===== config.mk =====
export PLATFORM = sky130hd
export DESIGN_NAME = fe_redirect_arb_flat
export DESIGN_NICKNAME = d
export VERILOG_FILES = /design/src/rtl/expipe_pkg.sv /design/src/rtl/fe_redirect_arb_if.sv /design/src/rtl/oldest_req_sel.sv /design/src/rtl/fe_redirect_arb.sv /design/src/flat_wrapper.sv
export SDC_FILE = /design/constraint.sdc
export NUM_CORES = 1
export LEC_CHECK = 0
export CAP_MARGIN = 20
export CORE_AREA = 5 5 132 134
export DETAILED_ROUTE_END_ITERATION = 8
export DIE_AREA = 0 0 137 139
export HOLD_SLACK_MARGIN = 0.05
export PLACE_DENSITY = 0.89
export SLEW_MARGIN = 20
export SYNTH_ARGS = -nofsm -noshare
export SYNTH_HDL_FRONTEND = slang
export SYNTH_SLANG_ARGS = --single-unit

===== constraint.sdc =====
create_clock -name clk_i -period 24.9 [get_ports clk_i]
set_clock_uncertainty 0.1 [all_clocks]
set_input_delay 6.225 -clock clk_i [delete_from_list [all_inputs] [get_ports clk_i]]
set_output_delay 6.225 -clock clk_i [all_outputs]
set_load 0.02 [all_outputs]

===== src/rtl/expipe_pkg.sv =====
// Shared types for the frontend redirect arbiter.
//   redir_src_t       : which requester a redirect came from
//   redir_arb_state_t : arbiter FSM states
package expipe_pkg;

    typedef enum logic [1:0] {
        SRC_NONE,
        SRC_BU,
        SRC_CU
    } redir_src_t;

    typedef enum logic [1:0] {
        IDLE,
        REDIRECT,
        STALL
    } redir_arb_state_t;

endpackage


===== src/rtl/fe_redirect_arb_if.sv =====
// Redirect bus between the requesters (branch units, commit unit), the
// arbiter and the frontend pcgen.
//   master : environment side (drives requests and pcgen ready)
//   slave  : arbiter side (drives request readies and the pcgen redirect)
// Signals:
//   bu_valid_i / bu_rob_idx_i / bu_pc_i / bu_ready_o : branch-unit requests
//   cu_valid_i / cu_pc_i / cu_ready_o                : commit-unit request
//   fe_pcgen_valid_o / fe_pcgen_pc_o / fe_pcgen_ready_i : redirect to pcgen
interface fe_redirect_arb_if #(
    parameter int NUM_BU    = 2,
    parameter int ROB_IDX_W = 5,
    parameter int XLEN      = 64
) ();
    logic [NUM_BU-1:0]           bu_valid_i;
    logic [NUM_BU*ROB_IDX_W-1:0] bu_rob_idx_i;
    logic [NUM_BU*XLEN-1:0]      bu_pc_i;
    logic [NUM_BU-1:0]           bu_ready_o;
    logic                        cu_valid_i;
    logic [XLEN-1:0]             cu_pc_i;
    logic                        cu_ready_o;
    logic                        fe_pcgen_valid_o;
    logic [XLEN-1:0]             fe_pcgen_pc_o;
    logic                        fe_pcgen_ready_i;

    modport master (
        output bu_valid_i, bu_rob_idx_i, bu_pc_i, cu_valid_i, cu_pc_i, fe_pcgen_ready_i,
        input  bu_ready_o, cu_ready_o, fe_pcgen_valid_o, fe_pcgen_pc_o
    );

    modport slave (
        input  bu_valid_i, bu_rob_idx_i, bu_pc_i, cu_valid_i, cu_pc_i, fe_pcgen_ready_i,
        output bu_ready_o, cu_ready_o, fe_pcgen_valid_o, fe_pcgen_pc_o
    );
endinterface


===== src/rtl/oldest_req_sel.sv =====
// Combinational oldest-request selector.
// Age of a branch-unit request is its ROB index minus the ROB head, modulo
// the ROB depth; smaller is older. The commit request is always oldest.
// Equal-age branch units resolve to the lowest port index.
// Ports:
//   rob_head_idx_i : current ROB head
//   bu_valid_i     : branch-unit request valids
//   bu_rob_idx_i   : packed ROB index per branch unit
//   cu_valid_i     : commit-unit request valid
//   src_o          : winner source (SRC_NONE if nothing valid)
//   bu_gnt_o       : one-hot grant to the winning branch unit (0 if CU/none)
//   win_idx_o      : winning branch-unit port index
//   win_age_o      : winner's age (0 for the commit unit)
module oldest_req_sel
    import expipe_pkg::*;
#(
    parameter int  NUM_BU    = 2,
    parameter int  ROB_IDX_W = 5,
    localparam int IDX_W     = (NUM_BU > 1) ? $clog2(NUM_BU) : 1
) (
    input  logic [ROB_IDX_W-1:0]        rob_head_idx_i,
    input  logic [NUM_BU-1:0]           bu_valid_i,
    input  logic [NUM_BU*ROB_IDX_W-1:0] bu_rob_idx_i,
    input  logic                        cu_valid_i,
    output redir_src_t                  src_o,
    output logic [NUM_BU-1:0]           bu_gnt_o,
    output logic [IDX_W-1:0]            win_idx_o,
    output logic [ROB_IDX_W-1:0]        win_age_o
);

    logic [ROB_IDX_W-1:0] age;
    logic                 bu_found;
    logic [IDX_W-1:0]     best_idx;
    logic [ROB_IDX_W-1:0] best_age;

    // NOTE: every variable assigned here gets a default first so no path
    // leaves it unassigned, which would otherwise infer a latch.
    always_comb begin
        age      = '0;
        bu_found = 1'b0;
        best_idx = '0;
        best_age = '0;
        // Strict '<' keeps the earlier (lower-index) port on equal ages.
        for (int i = 0; i < NUM_BU; i++) begin
            age = bu_rob_idx_i[i*ROB_IDX_W +: ROB_IDX_W] - rob_head_idx_i;
            if (bu_valid_i[i] && (!bu_found || age < best_age)) begin
                bu_found = 1'b1;
                best_idx = IDX_W'(i);
                best_age = age;
            end
        end

        src_o     = SRC_NONE;
        bu_gnt_o  = '0;
        win_idx_o = best_idx;
        win_age_o = best_age;
        if (cu_valid_i) begin
            src_o     = SRC_CU;
            win_age_o = '0;
        end else if (bu_found) begin
            src_o              = SRC_BU;
            bu_gnt_o[best_idx] = 1'b1;
        end
    end

endmodule


===== src/rtl/fe_redirect_arb.sv =====
// Frontend PC-redirect arbiter. Shares the single pcgen redirect port among
// NUM_BU branch units and the commit unit, always forwarding the redirect of
// the oldest in-flight instruction (by ROB index relative to the ROB head).
// A request is held until pcgen accepts it; a strictly older request may
// replace it beforehand. After handoff the arbiter stalls until flush, but a
// strictly older request (e.g. a commit exception) still overrides.
// Optional feature macro: FE_REDIRECT_STATS_EN enables the redirect and
// preemption counters; otherwise both counter outputs are tied to 0.
// Ports:
//   clk_i, rst_ni   : clock, synchronous active-low reset
//   flush_i         : pipeline flush (drops requests, returns to IDLE)
//   rob_head_idx_i  : current ROB head
//   bus             : request / pcgen redirect bus (slave side)
//   issue_mis_o     : one-cycle pulse after each accepted request
//   redir_cnt_o     : redirects handed to pcgen (saturating)
//   preempt_cnt_o   : preemptions in REDIRECT (saturating)
module fe_redirect_arb
    import expipe_pkg::*;
#(
    parameter int NUM_BU    = 2,
    parameter int ROB_IDX_W = 5,
    parameter int XLEN      = 64
) (
    input  logic                 clk_i,
    input  logic                 rst_ni,
    input  logic                 flush_i,
    input  logic [ROB_IDX_W-1:0] rob_head_idx_i,
    fe_redirect_arb_if.slave     bus,
    output logic                 issue_mis_o,
    output logic [31:0]          redir_cnt_o,
    output logic [31:0]          preempt_cnt_o
);

    localparam int IDX_W = (NUM_BU > 1) ? $clog2(NUM_BU) : 1;
    // Ordering key: 0 for the commit unit, age+1 for branch units, so the
    // commit request is strictly older than any branch-unit request.
    localparam int KEY_W = ROB_IDX_W + 1;

    logic [XLEN-1:0]      bu_pc  [NUM_BU];
    logic [ROB_IDX_W-1:0] bu_idx [NUM_BU];

    for (genvar g = 0; g < NUM_BU; g++) begin : g_unpack
        assign bu_pc[g]  = bus.bu_pc_i[g*XLEN +: XLEN];
        assign bu_idx[g] = bus.bu_rob_idx_i[g*ROB_IDX_W +: ROB_IDX_W];
    end

    redir_src_t           cand_src;
    logic [NUM_BU-1:0]    cand_gnt;
    logic [IDX_W-1:0]     cand_idx;
    logic [ROB_IDX_W-1:0] cand_age;

    oldest_req_sel #(
        .NUM_BU    (NUM_BU),
        .ROB_IDX_W (ROB_IDX_W)
    ) u_sel (
        .rob_head_idx_i (rob_head_idx_i),
        .bu_valid_i     (bus.bu_valid_i),
        .bu_rob_idx_i   (bus.bu_rob_idx_i),
        .cu_valid_i     (bus.cu_valid_i),
        .src_o          (cand_src),
        .bu_gnt_o       (cand_gnt),
        .win_idx_o      (cand_idx),
        .win_age_o      (cand_age)
    );

    redir_arb_state_t     state_q;
    logic                 valid_q;
    logic                 issue_mis_q;
    redir_src_t           lat_src_q;
    logic [ROB_IDX_W-1:0] lat_idx_q;
    logic [XLEN-1:0]      lat_pc_q;

    // The latched age is re-derived each cycle so head movement and index
    // wrap-around are accounted for.
    logic [ROB_IDX_W-1:0] lat_age;
    logic [KEY_W-1:0]     lat_key;
    logic [KEY_W-1:0]     cand_key;
    logic                 cand_older;
    logic                 accept;

    assign lat_age    = lat_idx_q - rob_head_idx_i;
    assign lat_key    = (lat_src_q == SRC_CU) ? '0 : KEY_W'(lat_age) + KEY_W'(1);
    assign cand_key   = (cand_src == SRC_CU) ? '0 : KEY_W'(cand_age) + KEY_W'(1);
    assign cand_older = cand_key < lat_key;

    always_comb begin
        accept = 1'b0;
        if (rst_ni && !flush_i && cand_src != SRC_NONE) begin
            case (state_q)
                IDLE:     accept = 1'b1;
                REDIRECT: accept = !bus.fe_pcgen_ready_i && cand_older;
                STALL:    accept = cand_older;
                default:  accept = 1'b0;
            endcase
        end
    end

    assign bus.bu_ready_o = (accept && cand_src == SRC_BU) ? cand_gnt : '0;
    assign bus.cu_ready_o = accept && cand_src == SRC_CU;

    // NOTE: reset is synchronous, so it lives inside the clocked branch and
    // every state flop (including the PC latch, which drives an output) is
    // cleared; all state updates use non-blocking assignments.
    always_ff @(posedge clk_i) begin
        if (!rst_ni || flush_i) begin
            state_q     <= IDLE;
            valid_q     <= 1'b0;
            issue_mis_q <= 1'b0;
            lat_src_q   <= SRC_NONE;
            lat_idx_q   <= '0;
            lat_pc_q    <= '0;
        end else begin
            issue_mis_q <= accept;
            if (accept) begin
                state_q   <= REDIRECT;
                valid_q   <= 1'b1;
                lat_src_q <= cand_src;
                if (cand_src == SRC_CU) begin
                    lat_idx_q <= '0;
                    lat_pc_q  <= bus.cu_pc_i;
                end else begin
                    lat_idx_q <= bu_idx[cand_idx];
                    lat_pc_q  <= bu_pc[cand_idx];
                end
            end else if (state_q == REDIRECT && bus.fe_pcgen_ready_i) begin
                state_q <= STALL;
                valid_q <= 1'b0;
            end
        end
    end

    assign bus.fe_pcgen_valid_o = valid_q;
    assign bus.fe_pcgen_pc_o    = lat_pc_q;
    assign issue_mis_o          = issue_mis_q;

`ifdef FE_REDIRECT_STATS_EN
    logic [31:0] redir_cnt_q;
    logic [31:0] preempt_cnt_q;
    logic        redir_evt;
    logic        preempt_evt;

    // A handoff during a flush cycle does not count: the FSM never reaches STALL.
    assign redir_evt   = state_q == REDIRECT && bus.fe_pcgen_ready_i && !flush_i;
    assign preempt_evt = state_q == REDIRECT && accept;

    // Counters survive flush; only reset clears them.
    always_ff @(posedge clk_i) begin
        if (!rst_ni) begin
            redir_cnt_q   <= '0;
            preempt_cnt_q <= '0;
        end else begin
            if (redir_evt && redir_cnt_q != '1) begin
                redir_cnt_q <= redir_cnt_q + 32'd1;
            end
            if (preempt_evt && preempt_cnt_q != '1) begin
                preempt_cnt_q <= preempt_cnt_q + 32'd1;
            end
        end
    end

    assign redir_cnt_o   = redir_cnt_q;
    assign preempt_cnt_o = preempt_cnt_q;
`else
    assign redir_cnt_o   = '0;
    assign preempt_cnt_o = '0;
`endif

endmodule


===== src/flat_wrapper.sv =====
// flat-port wrapper written by rule: the top's interface ports become plain ports
module fe_redirect_arb_flat import expipe_pkg::*;
#(
    parameter int NUM_BU    = 2,
    parameter int ROB_IDX_W = 5,
    parameter int XLEN      = 64
)
  (clk_i, rst_ni, flush_i, rob_head_idx_i, issue_mis_o, redir_cnt_o, preempt_cnt_o, bus_bu_valid_i, bus_bu_rob_idx_i, bus_bu_pc_i, bus_cu_valid_i, bus_cu_pc_i, bus_fe_pcgen_ready_i, bus_bu_ready_o, bus_cu_ready_o, bus_fe_pcgen_valid_o, bus_fe_pcgen_pc_o);
  fe_redirect_arb_if #(.NUM_BU(NUM_BU), .ROB_IDX_W(ROB_IDX_W), .XLEN(XLEN)) bus_i ();
  input  logic clk_i;
  input  logic rst_ni;
  input  logic flush_i;
  input  logic [ROB_IDX_W-1:0] rob_head_idx_i;
  output logic issue_mis_o;
  output logic [31:0] redir_cnt_o;
  output logic [31:0] preempt_cnt_o;
  input wire logic [$bits(bus_i.bu_valid_i)-1:0] bus_bu_valid_i;
  input wire logic [$bits(bus_i.bu_rob_idx_i)-1:0] bus_bu_rob_idx_i;
  input wire logic [$bits(bus_i.bu_pc_i)-1:0] bus_bu_pc_i;
  input wire logic [$bits(bus_i.cu_valid_i)-1:0] bus_cu_valid_i;
  input wire logic [$bits(bus_i.cu_pc_i)-1:0] bus_cu_pc_i;
  input wire logic [$bits(bus_i.fe_pcgen_ready_i)-1:0] bus_fe_pcgen_ready_i;
  output wire logic [$bits(bus_i.bu_ready_o)-1:0] bus_bu_ready_o;
  output wire logic [$bits(bus_i.cu_ready_o)-1:0] bus_cu_ready_o;
  output wire logic [$bits(bus_i.fe_pcgen_valid_o)-1:0] bus_fe_pcgen_valid_o;
  output wire logic [$bits(bus_i.fe_pcgen_pc_o)-1:0] bus_fe_pcgen_pc_o;
  assign bus_i.bu_valid_i = bus_bu_valid_i;
  assign bus_i.bu_rob_idx_i = bus_bu_rob_idx_i;
  assign bus_i.bu_pc_i = bus_bu_pc_i;
  assign bus_i.cu_valid_i = bus_cu_valid_i;
  assign bus_i.cu_pc_i = bus_cu_pc_i;
  assign bus_i.fe_pcgen_ready_i = bus_fe_pcgen_ready_i;
  assign bus_bu_ready_o = bus_i.bu_ready_o;
  assign bus_cu_ready_o = bus_i.cu_ready_o;
  assign bus_fe_pcgen_valid_o = bus_i.fe_pcgen_valid_o;
  assign bus_fe_pcgen_pc_o = bus_i.fe_pcgen_pc_o;
  fe_redirect_arb #(.NUM_BU(NUM_BU), .ROB_IDX_W(ROB_IDX_W), .XLEN(XLEN)) u_core (.clk_i(clk_i), .rst_ni(rst_ni), .flush_i(flush_i), .rob_head_idx_i(rob_head_idx_i), .bus(bus_i), .issue_mis_o(issue_mis_o), .redir_cnt_o(redir_cnt_o), .preempt_cnt_o(preempt_cnt_o));
endmodule

### Floorplan with the power grid, run 1

The bar under the picture is 50 µm long. Pins as bars on the die edge.
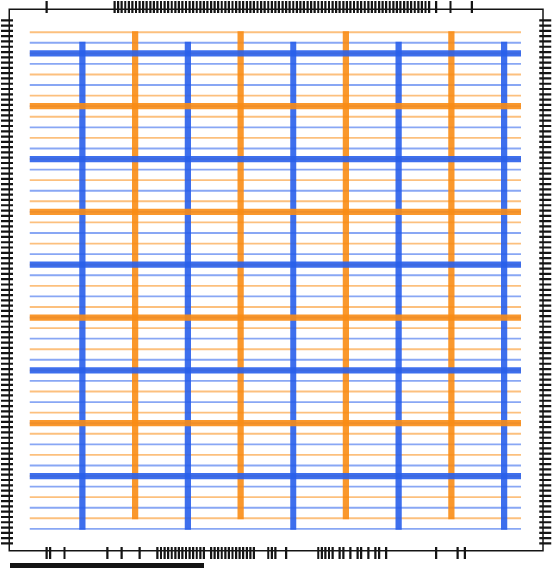
VDD -> orange
VSS -> blue
signal pins = 347
met5 straps = 9

### Placement by cell class, run 1

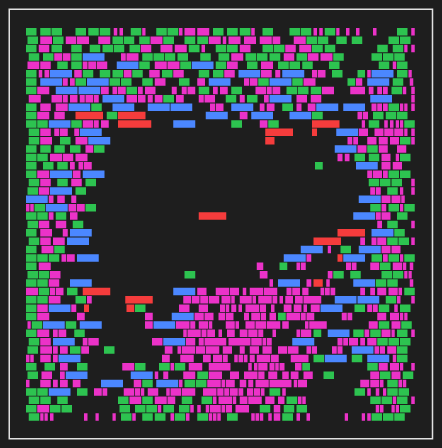
combinational and other logic -> magenta  # cells 537, share of their area 45%
sequential cells -> blue  # cells 74, share of their area 18%
clock drivers and dummy loads -> red  # cells 16, share of their area 3.5%
remaining buffers and delay cells -> green  # cells 289, share of their area 34%

### Clock distribution, run 1

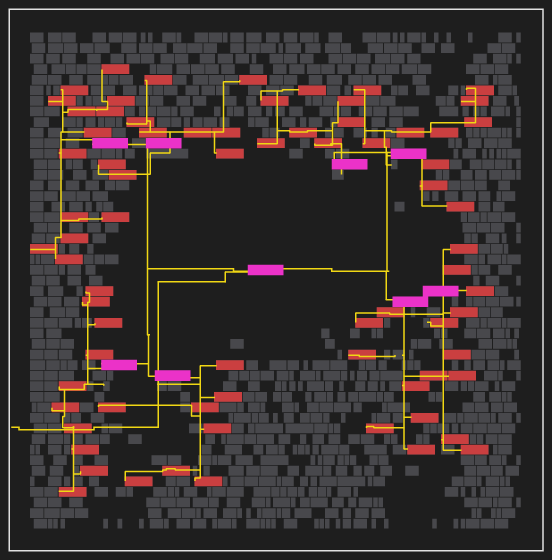
flip-flops -> red  # count 74
clock drivers -> magenta  # count 9
clock wires -> yellow  # length 1090 µm
flops lie = widely spread
routed clock nets = 10

==> notes.md, run 1 <==
Here are the numbers from the latest Yosys + OpenROAD run.

Checking hold timing, the worst path is listed with class flop to flop. The H-tree depth reported by CTS is 3. The number of instances in the synthesized netlist is 668. The sequential share of cell area is 0.170.

The initial utilization of the core area, before any placement, comes to 0.356. The root buffer cell chosen for the clock tree is clkbuf_16. Per the layout report, the design carries 289 non-clock buffers. Per STA, the startpoint of the critical path is rob_head_idx_i[0]. TritonCTS built the clock tree. The routed via count is roughly 5800. The power consumed by combinational cells came out at 0.183 mW. In this run the vertical extent of the chip is 139 µm. The count of final max-slew check failures came out at 0.

Among all cell classes, the greatest summed area belongs to combinational gates. Before CTS, the worst setup slack after placement is 5.00 ns. The count of buffer and inverter cells on the critical path is 3. The number of max-capacitance violations reported is 0.

Per the placement log, port buffering inserted 282 buffers. The count of endpoints failing hold in the final timing report is 0. The delay contributed by the slowest stage of the critical path came out at around 0.76 ns. The total clock buffers created by CTS is 9. The number of distinct library cell variants in the gate-level netlist after synthesis came out at 53. The core region is 0.0162 mm². The count of TritonRoute iterations in the first routing pass came out at 4. The number of tap cells inserted is between 200 and 250. The share of post-route cells with drive strength above 1 is 0.0873. The share of synthesized area in the top cell type comes to 0.258.

Per the synth stats, the proportion of register bits with asynchronous set or reset is 0. The power report puts the leakage power at 3.47 nW. The run finished with clean final reports. Per the synth stats, the flop cell with the highest instance count is dfxtp_1. The ratio of routed vias to standard cells is 5.13.

The cell accounting for the most synthesized area is dfxtp_1. Summing internal, switching and leakage power gives 0.445 mW. The detailed-placement wirelength estimate came out at 15200 µm. The first-pass GRT wire length came out at 28900 µm. The part of the power in registers is 0.299. The final period utilization came out at 0.801. The fraction of power spent switching nets came out at 0.342. The via count of the first global-routing pass came out at between 5000 and 6000.

The power drawn by the clock network is about 0.13 mW.
==> run 1: final timing paths <==
path	end	slack (ns)	cells past startpoint
min reg2reg	u_core.bus.fe_pcgen_pc_o[49]	0.37	2
min	u_core.bus.fe_pcgen_pc_o[49]	0.37	2
max reg2reg	u_core.bus.fe_pcgen_pc_o[6]	20.17	16
max	bus_bu_ready_o[0]	4.96	26
==> run 1: logic make-up (layout without fill, tap and decap cells) <==
| kind of cell | after synthesis | after routing | synth area share |
|---|---|---|---|
| flip-flops | 74 | 74 | 0.258 |
| AND/OR/NAND/NOR | 75 | 75 | 0.0627 |
| AND-OR/OR-AND | 227 | 227 | 0.264 |
| adder cells (fa/ha/maj) | 26 | 26 | 0.0605 |
| XOR/XNOR | 15 | 15 | 0.0229 |
| buffers and inverters | 155 | 340 | 0.156 |
| multiplexers | 95 | 95 | 0.175 |
| other | 1 | 64 | 0.000652 |
==> run 1: metal layers <==
layer,vias to the layer above,GRT usage,wire [µm]
met5,-,0,12
met4,2,0.0609,417
met3,38,0.0820,2300
met2,282,0.350,9790
met1,2686,0.189,7030
li1,2814,-,-
==> run 1: cell usage in the layout (no fill, tap or decap), types with 3 or more instances in the layout <==
master           Yosys  layout
o31ai_1              3       3
xnor2_1              8       8
a21oi_1             32      31
buf_4               65       7
ha_1                23      23
o21ai_0             29      29
o21a_1               4       4
clkinv_2             0       3
fa_1                 3       3
xor2_1               7       7
clkbuf_16            0       9
o21ai_1             46      46
mux2i_1             49      49
inv_1               33      33
conb_1               1      64
dfxtp_1             74      74
o211ai_1            49      49
o2111ai_1           20      20
nand2_1             38      38
nor2_1               9       8
o221ai_1            21      21
nor2b_1              5       4
nand2b_1             4       4
clkdlybuf4s50_1      0     282
nand3_1              5       5
mux2_2              46      46
a21o_1               6       6
==> run 1 -> run 2 <==
Settings changed: CORE_AREA 5 5 132 134 to 5 5 133 135, DIE_AREA 0 0 137 139 to 0 0 138 140, PLACE_DENSITY 0.89 to 0.88.
Clock period 24.9 ns to 19.9 ns, I/O delays scaled along.
### Metal layers overlaid, run 2

The bar under the picture is 50 µm long.
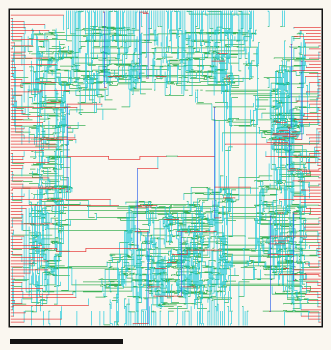
metal 3 -> red  # wire length 1970 µm
metal 1 -> green  # wire length 7420 µm
metal 2 -> cyan  # wire length 10000 µm
metal 4 -> blue  # wire length 445 µm

==> run 2 against run 1 <==
Compared with the run above: global-route usage up 0.28 points; cell area up 0.33%; die area up 1.5%; largest power group unchanged; core utilization down 0.40 points; clock power up 36%; via count up 0.24%.
==> notes.md, run 2 <==
Here are the numbers from the latest Yosys + OpenROAD run.

The count of final max-slew check failures came out at 0 (unchanged). The floorplan-stage core utilization is 0.352 (-0.00384). The number of port buffers is 282 (unchanged).

The placeable core region was 0.0163 mm² (+1.1%). The die height is 140 µm (+0.72%). The total power is 0.572 mW (+29%).

The flow ran to the end, and the final reports show no timing, DRC or antenna violations. The first-pass GRT wire length was 30500 µm (+5.7%). The top flip-flop cell by instance count after synthesis is dfxtp_1. The root buffer cell chosen for the clock tree is clkbuf_16.

The leakage power is 3.48 nW (+0.33%). The via count of the first global-routing pass came to 5831 (+1.3%). The cell accounting for the most synthesized area is dfxtp_1. Leaving out fill and tap cells, the most frequent cells in the layout are clkdlybuf4s50_1 (282), dfxtp_1 (74), conb_1 (64). Yosys shows that the main logic family after synthesis is AND-OR/OR-AND gates. The share of synthesized area spent on multiplexers is 0.175 (unchanged). The count of endpoints failing hold in the final timing report came out at 0 (unchanged). The count of buffer and inverter cells on the critical path is 3 (unchanged). TritonCTS built the clock tree. The detailed-placement wirelength estimate came out at 15600 µm (+2.4%). The pre-CTS worst setup slack came out at 2.42 ns (-2.58 ns). The share of post-route cells with drive strength above 1 came out at 0.0872 (-0.0000952).
run 2: cells by family (layout without fill, tap and decap cells):
group           after synthesis  in the layout
compound gates              227            227
buf+inv                     155            341
mux                          95             95
simple gates                 75             75
flops                        74             74
fa+ha+maj                    26             26
xor+xnor                     15             15
other cells                   1             64
run 2: metal layers:
layer	up-vias	global-route usage	part of all wire
li1	2813	-	-
met1	2698	0.207	0.37
met2	295	0.348	0.50
met3	30	0.0760	0.099
met4	0	0.0634	0.022
met5	-	0	0
run 2: power by group through the flow:
| stage | combinational (mW) | sequential, mW | clock (mW) |
|---|---|---|---|
| floorplan | 0.135 | 0.183 | 0 |
| global placement | 0.226 | 0.169 | 0 |
| detailed placement | 0.230 | 0.170 | 0 |
| CTS | 0.231 | 0.167 | 0.180 |
| global route | 0.249 | 0.168 | 0.187 |
| finish | 0.230 | 0.167 | 0.175 |
run 2: worst paths after layout:
| kind | startpoint | to | slack (ns) | cells after the start |
|---|---|---|---|---|
| max | rob_head_idx_i[0] | bus_bu_ready_o[0] | 2.36 | 26 |
| min | u_core.lat_idx_q[2] | u_core.lat_idx_q[2] | 0.37 | 2 |
| max reg2reg | u_core.lat_idx_q[0] | u_core.bus.fe_pcgen_pc_o[37] | 15.17 | 16 |
| min reg2reg | u_core.lat_idx_q[2] | u_core.lat_idx_q[2] | 0.37 | 2 |
run 2: cell type report:
type | instances | area share
multi-input combinational | 502 | 0.416
timing repair buffer | 290 | 0.330
sequential | 74 | 0.170
tap | 220 | 0.0316
clock buffer | 9 | 0.0258
inverter | 35 | 0.0153
clock inverter | 7 | 0.0108
==> run 2 -> run 3 <==
Settings changed: CORE_AREA 5 5 133 135 to 2 2 134 136, DIE_AREA 0 0 138 140 to 0 0 136 138, PLACE_DENSITY 0.88 to 0.84.
### Clock distribution, run 3

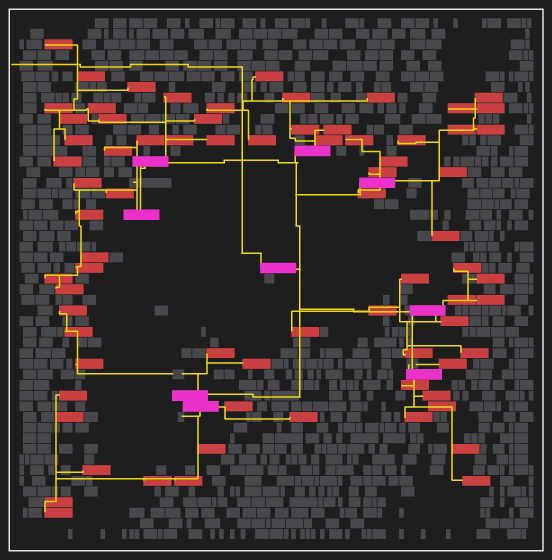
clock wires -> yellow  # length 1130 µm
flip-flops -> red  # count 74
clock drivers -> magenta  # count 9
flops lie = widely spread

==> run 3 against run 2 <==
Compared with the run above: synthesized cell count unchanged; sequential power is essentially flat; core utilization down 3.8 points; register-to-register slack worse by 0.45 ns; worst hold slack gained 0.00092 ns.
==> notes.md, run 3 <==
Here are the numbers from the latest Yosys + OpenROAD run.

The count of buffer and inverter cells on the critical path came out at 3 (unchanged). The largest total area in the synthesized netlist belongs to dfxtp_1. Per the cell usage report, the commonest logic cells after layout are clkdlybuf4s50_1 (282), dfxtp_1 (74), conb_1 (64). The power in sequential cells came out at 0.167 mW (about the same).

The first-pass GRT wire length is 28500 µm (-6.5%). The power drawn by the clock network is 0.162 mW (-7%). The pre-CTS worst setup slack is 1.88 ns (-0.545 ns). The total power came out at 0.558 mW (-2.5%). The cell at the root of the clock tree is clkbuf_16. The met3 usage came out at 0.0590 (-0.0170).

The global-route track usage on met1 came out at 0.201 (-0.00571). The count of final max-slew check failures was 0 (unchanged). The final design utilization came out at 0.496. The met2 track demand over resource is 0.353 (+0.00545).

The via count of the first global-routing pass is 5694 (-2.3%). The detailed-placement wirelength estimate came to 14300 µm (-8.2%). The global routing's busiest layer is met2. The number of port buffers came out at 282 (unchanged). The placeable core region came out at 0.0175 mm² (+7.3%). TritonCTS built the clock tree. The number of instances in the synthesized netlist is 668.

The power consumed by combinational cells is 0.229 mW (about the same). The share of post-route cells with drive strength above 1 came to 0.0852 (-0.00200). The run finished with clean final reports.
## run 3: cell families after synthesis
family | Yosys count
flip-flops | 74
adder cells (fa/ha/maj) | 26
AND/OR/NAND/NOR | 75
buffers and inverters | 155
multiplexers | 95
XOR/XNOR | 15
other | 1
AND-OR/OR-AND | 227
## run 3: final timing paths
| path | endpoint | slack (ns) | cells after the start | from |
|---|---|---|---|---|
| worst max register to register | u_core.lat_idx_q[1] | 14.72 | 16 | u_core.lat_idx_q[0] |
| worst min register to register | u_core.lat_idx_q[2] | 0.37 | 2 | u_core.lat_idx_q[2] |
| worst min-delay path | u_core.lat_idx_q[2] | 0.37 | 2 | u_core.lat_idx_q[2] |
| worst max-delay path | bus_bu_ready_o[0] | 1.86 | 26 | rob_head_idx_i[0] |
## run 3: layout make-up
| class | count | area [µm²] | share of cell area |
|---|---|---|---|
| clock buffer | 10 | 229 | 0.0263 |
| clock inverter | 6 | 65.1 | 0.00748 |
| sequential | 74 | 1480 | 0.170 |
| timing repair buffer | 288 | 2870 | 0.330 |
| tap | 229 | 287 | 0.0329 |
| multi-input combinational | 502 | 3630 | 0.418 |
| inverter | 35 | 134 | 0.0154 |
## run 3: metal layers
metal	routed length, µm	up-vias
met4	400	0
met1	7200	2649
met3	1610	27
met2	9530	243
li1	-	2815
met5	0	-
## run 3: worst reg2reg max path, cell delays in order (launching register included)
cell,delay [ns]
dfxtp_1,0.32
inv_1,0.06
ha_1,0.14
inv_1,0.06
fa_1,0.39
xor2_1,0.31
nand3_1,0.17
nor3b_1,0.22
nand2_1,0.09
ha_1,0.33
a21oi_1,0.16
nand2_1,0.06
a31oi_1,0.35
a21o_1,0.69
nand3_2,0.84
buf_4,0.51
o31ai_1,0.27
Power figures rest on the tool's default switching activity, not on a simulated workload.
